Figure 1. Sequential cells grouped by signal name.
The bar under the picture is 50 um long.
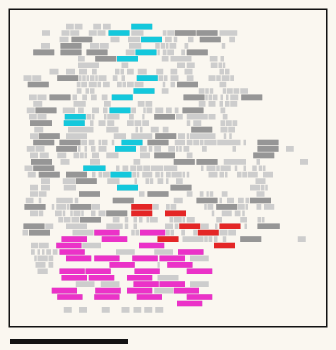
Figure 2. Cells colored by class.
The bar under the picture is 50 um long.
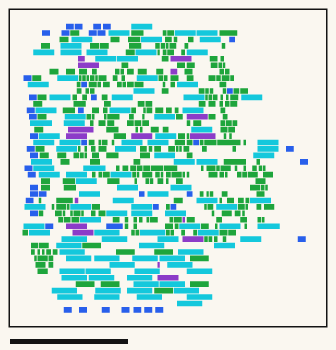
[src/rtl/uart_tx_engine.sv]
// uart_tx_engine: buffered async serial transmitter. Bytes written by the
// processor are queued in a small FIFO and sent as start / 7|8 data bits
// (LSB first) / optional parity / 1|2 stop bits at a programmable period.
//
// Ports:
//   CLK        system clock, rising edge
//   RST        asynchronous active-high reset
//   SET_BR     strobe: CONFIG_IN[15:0] -> bit period (CLK cycles, min 2)
//   SET_MODE   strobe: CONFIG_IN[3:0]  -> mode
//                [1:0] parity 00/11 none, 01 even, 10 odd
//                [2]   two stop bits
//                [3]   seven data bits
//   CONFIG_IN  configuration word
//   WRITE_DATA strobe: push DATA_IN into the FIFO
//   DATA_IN    byte to send
//   TX         serial line, idle high
//   BUSY       frame in flight or FIFO non-empty (lags state by a cycle)
//   FULL       FIFO holds FIFO_DEPTH bytes
//   OVERFLOW   sticky: a write hit a full FIFO
//   TX_DONE    one-cycle pulse when the final stop bit ends
//
// Build option: define UART_TX_PARITY_EN to include parity generation.
// Without it mode[1:0] is ignored and frames never carry a parity bit.

module uart_tx_engine #(
  parameter int          FIFO_DEPTH  = 4,
  parameter logic [15:0] DEFAULT_DIV = 16'd64
) (
  input  logic        CLK,
  input  logic        RST,
  input  logic        SET_BR,
  input  logic        SET_MODE,
  input  logic [31:0] CONFIG_IN,
  input  logic        WRITE_DATA,
  input  logic [7:0]  DATA_IN,
  output logic        TX,
  output logic        BUSY,
  output logic        FULL,
  output logic        OVERFLOW,
  output logic        TX_DONE
);

  localparam int AW = $clog2(FIFO_DEPTH);
  localparam logic [AW:0]   DEPTH_C = (AW+1)'(FIFO_DEPTH);
  localparam logic [AW:0]   CNT_ONE = (AW+1)'(1);
  localparam logic [AW-1:0] PTR_ONE = AW'(1);

`ifdef UART_TX_PARITY_EN
  typedef enum logic [2:0] {
    S_IDLE,
    S_START,
    S_DATA,
    S_PARITY,
    S_STOP
  } state_t;
`else
  typedef enum logic [1:0] {
    S_IDLE,
    S_START,
    S_DATA,
    S_STOP
  } state_t;
`endif

  // configuration (live values, sampled at frame start)
  logic [15:0] div_q;
  logic [3:0]  mode_q;

  // FIFO
  logic [7:0]    mem_q [FIFO_DEPTH];
  logic [AW-1:0] wr_ptr_q;
  logic [AW-1:0] rd_ptr_q;
  logic [AW:0]   count_q;
  logic [AW:0]   count_d;
  logic          ovf_q;

  // frame engine
  state_t      state_q;
  logic [15:0] cnt_q;
  logic [15:0] fdiv_q;
  logic [3:0]  fmode_q;
  logic [7:0]  shift_q;
  logic [2:0]  idx_q;
  logic        stop2_q;
  logic        tx_q;
  logic        done_q;
  logic        busy_q;

  logic        full;
  logic        push;
  logic        pop;
  logic        bit_end;
  logic        last_stop;
  logic [15:0] div_eff;
  logic [7:0]  head;
  logic [2:0]  last_idx;

  logic unused_cfg;
  assign unused_cfg = ^CONFIG_IN[31:16];

  assign full    = (count_q == DEPTH_C);
  assign push    = WRITE_DATA & ~full;
  assign bit_end = (cnt_q == 16'd0);
  assign div_eff = (div_q < 16'd2) ? 16'd2 : div_q;
  assign head    = mem_q[rd_ptr_q];

  assign last_idx = fmode_q[3] ? 3'd6 : 3'd7;

  // final stop bit is ending this cycle
  assign last_stop = (state_q == S_STOP)
                   & bit_end
                   & (~fmode_q[2] | stop2_q);

  // a new frame starts from idle or straight
  // out of the last stop bit (no idle gap)
  assign pop = (count_q != '0)
             & ((state_q == S_IDLE) | last_stop);

`ifdef UART_TX_PARITY_EN
  logic       par_q;
  logic       par_d;
  logic       has_par;
  logic [7:0] head_m;

  // parity covers only the bits actually sent
  assign head_m  = mode_q[3] ? {1'b0, head[6:0]} : head;
  assign par_d   = (^head_m) ^ (mode_q[1:0] == 2'b10);
  assign has_par = (fmode_q[1:0] == 2'b01)
                 | (fmode_q[1:0] == 2'b10);
`else
  logic unused_mode;
  assign unused_mode = ^fmode_q[1:0];
`endif

  always_ff @(posedge CLK or posedge RST) begin
    if (RST) begin
      div_q  <= DEFAULT_DIV;
      mode_q <= '0;
    end else begin
      if (SET_BR) begin
        div_q <= CONFIG_IN[15:0];
      end
      if (SET_MODE) begin
        mode_q <= CONFIG_IN[3:0];
      end
    end
  end

  always_ff @(posedge CLK) begin
    if (push) begin
      mem_q[wr_ptr_q] <= DATA_IN;
    end
  end

  always_comb begin
    count_d = count_q;
    unique case ({push, pop})
      2'b10:   count_d = count_q + CNT_ONE;
      2'b01:   count_d = count_q - CNT_ONE;
      default: count_d = count_q;
    endcase
  end

  always_ff @(posedge CLK or posedge RST) begin
    if (RST) begin
      wr_ptr_q <= '0;
      rd_ptr_q <= '0;
      count_q  <= '0;
      ovf_q    <= 1'b0;
    end else begin
      if (push) begin
        wr_ptr_q <= wr_ptr_q + PTR_ONE;
      end
      if (pop) begin
        rd_ptr_q <= rd_ptr_q + PTR_ONE;
      end
      count_q <= count_d;
      if (WRITE_DATA & full) begin
        ovf_q <= 1'b1;
      end
    end
  end

  always_ff @(posedge CLK or posedge RST) begin
    if (RST) begin
      state_q <= S_IDLE;
      tx_q    <= 1'b1;
      cnt_q   <= '0;
      fdiv_q  <= 16'd2;
      fmode_q <= '0;
      shift_q <= '0;
      idx_q   <= '0;
      stop2_q <= 1'b0;
      done_q  <= 1'b0;
      busy_q  <= 1'b0;
`ifdef UART_TX_PARITY_EN
      par_q   <= 1'b0;
`endif
    end else begin
      done_q <= last_stop;
      busy_q <= (state_q != S_IDLE) | (count_q != '0);
      if (pop) begin
        // latch config so mid-frame strobes
        // only affect the following frame
        state_q <= S_START;
        tx_q    <= 1'b0;
        cnt_q   <= div_eff - 16'd1;
        fdiv_q  <= div_eff;
        fmode_q <= mode_q;
        shift_q <= head;
        idx_q   <= '0;
        stop2_q <= 1'b0;
`ifdef UART_TX_PARITY_EN
        par_q   <= par_d;
`endif
      end else if ((state_q != S_IDLE) & ~bit_end) begin
        cnt_q <= cnt_q - 16'd1;
      end else begin
        cnt_q <= fdiv_q - 16'd1;
        unique case (state_q)
          S_IDLE: begin
            cnt_q <= '0;
          end
          S_START: begin
            state_q <= S_DATA;
            tx_q    <= shift_q[0];
            shift_q <= {1'b0, shift_q[7:1]};
          end
          S_DATA: begin
            if (idx_q == last_idx) begin
`ifdef UART_TX_PARITY_EN
              if (has_par) begin
                state_q <= S_PARITY;
                tx_q    <= par_q;
              end else begin
                state_q <= S_STOP;
                tx_q    <= 1'b1;
              end
`else
              state_q <= S_STOP;
              tx_q    <= 1'b1;
`endif
            end else begin
              idx_q   <= idx_q + 3'd1;
              tx_q    <= shift_q[0];
              shift_q <= {1'b0, shift_q[7:1]};
            end
          end
`ifdef UART_TX_PARITY_EN
          S_PARITY: begin
            state_q <= S_STOP;
            tx_q    <= 1'b1;
          end
`endif
          S_STOP: begin
            if (last_stop) begin
              state_q <= S_IDLE;
              tx_q    <= 1'b1;
              cnt_q   <= '0;
            end else begin
              stop2_q <= 1'b1;
            end
          end
          default: begin
            state_q <= S_IDLE;
            tx_q    <= 1'b1;
          end
        endcase
      end
    end
  end

  assign TX       = tx_q;
  assign BUSY     = busy_q;
  assign FULL     = full;
  assign OVERFLOW = ovf_q;
  assign TX_DONE  = done_q;

endmodule
[config.mk]
export PLATFORM = sky130hd
export DESIGN_NAME = uart_tx_engine
export DESIGN_NICKNAME = d
export VERILOG_FILES = /design/src/rtl/uart_tx_engine.sv
export SDC_FILE = /design/constraint.sdc
export NUM_CORES = 1
export LEC_CHECK = 0
export CAP_MARGIN = 10
export CORE_MARGIN = 5
export CORE_UTILIZATION = 37
export CTS_CLUSTER_DIAMETER = 60
export DETAILED_ROUTE_END_ITERATION = 10
export PLACE_DENSITY = 0.55
export SLEW_MARGIN = 30
export SYNTH_ARGS = -nofsm -noshare
export SYNTH_HDL_FRONTEND = slang
export SYNTH_SLANG_ARGS = --single-unit
[constraint.sdc]
create_clock -name CLK -period 3.5 [get_ports CLK]
set_input_delay 0.7 -clock CLK [delete_from_list [all_inputs] [get_ports CLK]]
set_output_delay 0.7 -clock CLK [all_outputs]
set_load 0.03 [all_outputs]
==> results.yml <==
# synthesis and place-and-route metrics
layout:
  layout.cells.most_common_list: "sky130_fd_sc_hd__dfrtp_1 (74), sky130_fd_sc_hd__clkdlybuf4s50_1 (33), sky130_fd_sc_hd__edfxtp_1 (32)"
  share_of_layout_cells_above_drive_strength_1_pct: 17.4
  n_antenna_cell: 0
  fill_cells: 1417
  multiInputGateArea_mm2: 0.00257
  mostFrequentLayoutCell: "sky130_fd_sc_hd__dfrtp_1"
  area_growth_pct: 15.6
  design.final.nets: 554
sta:
  min_period_over_period_pct: 90.1
  finalCriticalPeriod_ns: 3.15
  final_report_setup_violation_count: 0
  final_max_slew_viol_count: 0
  finalClockSkew_ns: 0.0132
  timing.slew.headroom_pct: 36.7
  timing.final.hold_violations: 0
  worst_slew_pin_slew_ns: 0.946
  tns_ns: 0
  max_freq_mhz: 317
  rsz_0062_raised_after_global_routing: "false"
clock_network:
  cts-resized-gates: 0
  path_clk_slew_ns: 0.07
  cts.hold.buffers_added: 0
  clk_latency_ns: 0.36
  cts.htree.levels: 3
  cts_tree: "built"
  cts_root_buffer: "sky130_fd_sc_hd__clkbuf_16"
  cts.path.max_buffers: 2
  clock_sinks: 109
  number_of_clock_buffers_inserted_by_tritoncts: 9
  post-cts-setup-buffers: 0
global_route:
  first_global_vias: 3673
  first_pass_grt_wire_length_um: 19300
  grt_antenna_before_repair: 0
  grt_max_degree: 50
  residual_overflow_from_global_routing: 0
  grtUsageTotal_pct: 13.5
synthesis:
  synthArstFlopShare_pct: 70.6
  ys.flops: 109
  synth_dominant_cell_count: "sky130_fd_sc_hd__dfrtp_1"
  postSynthCellCount: 460
  ys_top_cells_by_count: "sky130_fd_sc_hd__dfrtp_1 (74), sky130_fd_sc_hd__edfxtp_1 (32), sky130_fd_sc_hd__nor2_1 (26), sky130_fd_sc_hd__mux2_2 (23), sky130_fd_sc_hd__xnor2_1 (22)"
  yosys.cell_types.count: 66
  synth_top_flop_cell: "sky130_fd_sc_hd__dfrtp_1"
  synth_nets: 520
  yosys-top-cells-area: "sky130_fd_sc_hd__dfrtp_1 (33%), sky130_fd_sc_hd__edfxtp_1 (17%), sky130_fd_sc_hd__mux2_2 (4.6%)"
  yosysChipArea_mm2: 0.00564
  yosys_warnings: 0
  top_area_share_pct: 32.8
  synth_area_leader_cell: "sky130_fd_sc_hd__dfrtp_1"
  yosysCellCount: 460
  synthesis.area_mm2: 0.00564
  enable_flop_cells: 32
  avgSynthCellArea_um2: 12.3
  postSynthSeqShare_pct: 51.2
drt:
  detail_route.drc_violations: 0
  num_vias: 3658
  post_drt_wl_per_cell_um: 16.7
  drt_pre_antenna_iters: 4
  drt.antenna.violating_nets: 0
  wirelength_um: 11500
  vias_per_cell: 5.32
  initial_drc_count: 124
critical_path:
  crit_path_cell_trace: "nor4_1 -> nand4_1 -> o31ai_1 -> ha_1 -> or4b_1 -> nor4_1 -> xor2_1 -> a32oi_1 -> o21ai_1"
  critical-path-top-delay-family: "simple AND/OR/NAND/NOR gates"
  timing.critical_path.slowest_cell_delay_ns: 0.57
  cp_data_arrival_time_ns: 3.38
  critical_path.max_fanout: 8
  worst-path-buf-inv: 0
  slowest_stage: "sky130_fd_sc_hd__or4b_1"
  regToRegSetupSlack_ns: 0.35
  worst_ep_required_time_ns: 3.73
  setup.worst_path.class: "flip-flop to flip-flop"
  worst_setup_path_end_kind: "flip-flop"
  timing.critical_path.mode_cell: "sky130_fd_sc_hd__nor4_1"
  setup.worst_path.start_class: "flip-flop"
die:
  number_of_ports_placed_on_the_die_boundary: 50
  chip_area_mm2: 0.0178
  std_cell_rows: 45
  die_y_um: 133
  floorplan.initialDensity_pct: 37.4
  core_region_area_mm2: 0.0151
  die_width_um: 133
placed_design:
  place_hpwl_um: 8360
  finalWeightedCongestion: 0.822
  place.port_buffers: 33
power:
  power.net_switching_uw: 1980
  power.density_cell_area_mw_per_mm2: 829
  comb_power_share_pct: 39.1
  power_frac_clock_pct: 20.0
  internal_power_uw: 3430
  power.sequential.fraction_pct: 40.9
  sw_frac_of_total_pct: 36.6
  power.ir.vdd_worst_v: 0.000461
  total_power_uw: 5400
  static_leakage_uw: 0.00257
flow_run:
  drv_cap: 0
  total_tool_warning_count: 49
min_path:
  worst_hold_path_type: "flip-flop to flip-flop"
outcome:
  status: "complete, no violations"
-- Figure 1 (at the start) --
| color | netlist name | sequential cells |
|---|---|---|
| cyan | `fdiv_q` | 16 |
| magenta | `mem_q` | 32 |
| red | `shift_q` | 8 |
not colored: 53
power drawn by the sequential cells: 2210 uW
Seq area share: 44.3%
flip-flop and latch area: 0.00289 mm^2

-- Figure 2 (at the start) --
| color | class | cells |
|---|---|---|
| green | remaining logic cells | 329 |
| cyan | registers | 109 |
| blue | remaining buffers and delay cells | 45 |
| purple | clock drivers and dummy loads | 16 |

==> worst register-to-register path, stage by stage (launching register included) <==
cell and delay, ns:
sky130_fd_sc_hd__dfrtp_1 0.48, sky130_fd_sc_hd__nor4_1 0.41, sky130_fd_sc_hd__nand4_1 0.20, sky130_fd_sc_hd__o31ai_1 0.37
sky130_fd_sc_hd__ha_1 0.27, sky130_fd_sc_hd__or4b_1 0.57, sky130_fd_sc_hd__nor4_1 0.29, sky130_fd_sc_hd__xor2_1 0.15
sky130_fd_sc_hd__a32oi_1 0.21, sky130_fd_sc_hd__o21ai_1 0.09
==> cell families after synthesis <==
kind of cell | synth area share [%]
adder cells (fa/ha/maj) | 3.46
buffers and inverters | 3.24
multiplexers | 14.0
flip-flops | 51.2
AND-OR/OR-AND | 9.96
XOR/XNOR | 5.59
AND/OR/NAND/NOR | 12.5
==> through the flow <==
stage	instances	setup slack, ns	util [%]	area [um^2]	hold slack, ns
final	687	0.346	43.2	6520	0.492
after global routing	687	0.0411	43.2	6520	0.528
after CTS	687	0.359	43.2	6520	0.495
after detailed placement	671	0.373	41.1	6210	0.479
after global placement	671	0.450	41.1	6210	0.441
after floorplan	460	0.473	-	5640	0.454
==> power groups by stage <==
stage	Sequential, uW	Combinational [uW]	Clock (uW)
2_1_floorplan	2090	1720	0
3_3_place_gp	2220	2080	0
3_5_place_dp	2240	2120	0
4_1_cts	2220	2140	1110
5_1_grt	2290	2340	1160
6_report	2210	2110	1080
==> path summary, 6_finish.rpt <==
check / start / to / depth (start not counted)
setup / recovery: div_q[5] / cnt_q[14] / 9
hold / removal: stop2_q / stop2_q / 2
setup reg to reg: div_q[5] / cnt_q[14] / 9
hold reg to reg: stop2_q / stop2_q / 2
max in group asynchronous: RST / fdiv_q[1] / 3
min in group asynchronous: RST / OVERFLOW / 2
==> metal layers <==
metal / track usage, % / share of wire (%) / vias up
met5: 0 / 0 / -
li1: - / - / 1771
met4: 5.31 / 1.8 / 0
met2: 20.6 / 46 / 46
met1: 19.5 / 50 / 1830
met3: 2.08 / 2.6 / 11
==> registers in the layout (all words and copies together), names as in the netlist, 2 cells and up <==
register and flops:
fdiv_q 16, idx_q 3, shift_q 8, wr_ptr_q 2, fmode_q 2, cnt_q 16, state_q 2, div_q 16
count_q 3, mem_q 32, mode_q 2, rd_ptr_q 2
==> area by class of cell <==
cell class,count,share of cell area (%)
flip-flops and latches,109,44.3
multi-input cells,310,39.5
well taps,188,3.61
inverters,19,1.11
clock inverters,6,1.32
repair buffers,45,6.64
clock buffers,10,3.51
Power is estimated from default activity; no workload was simulated.
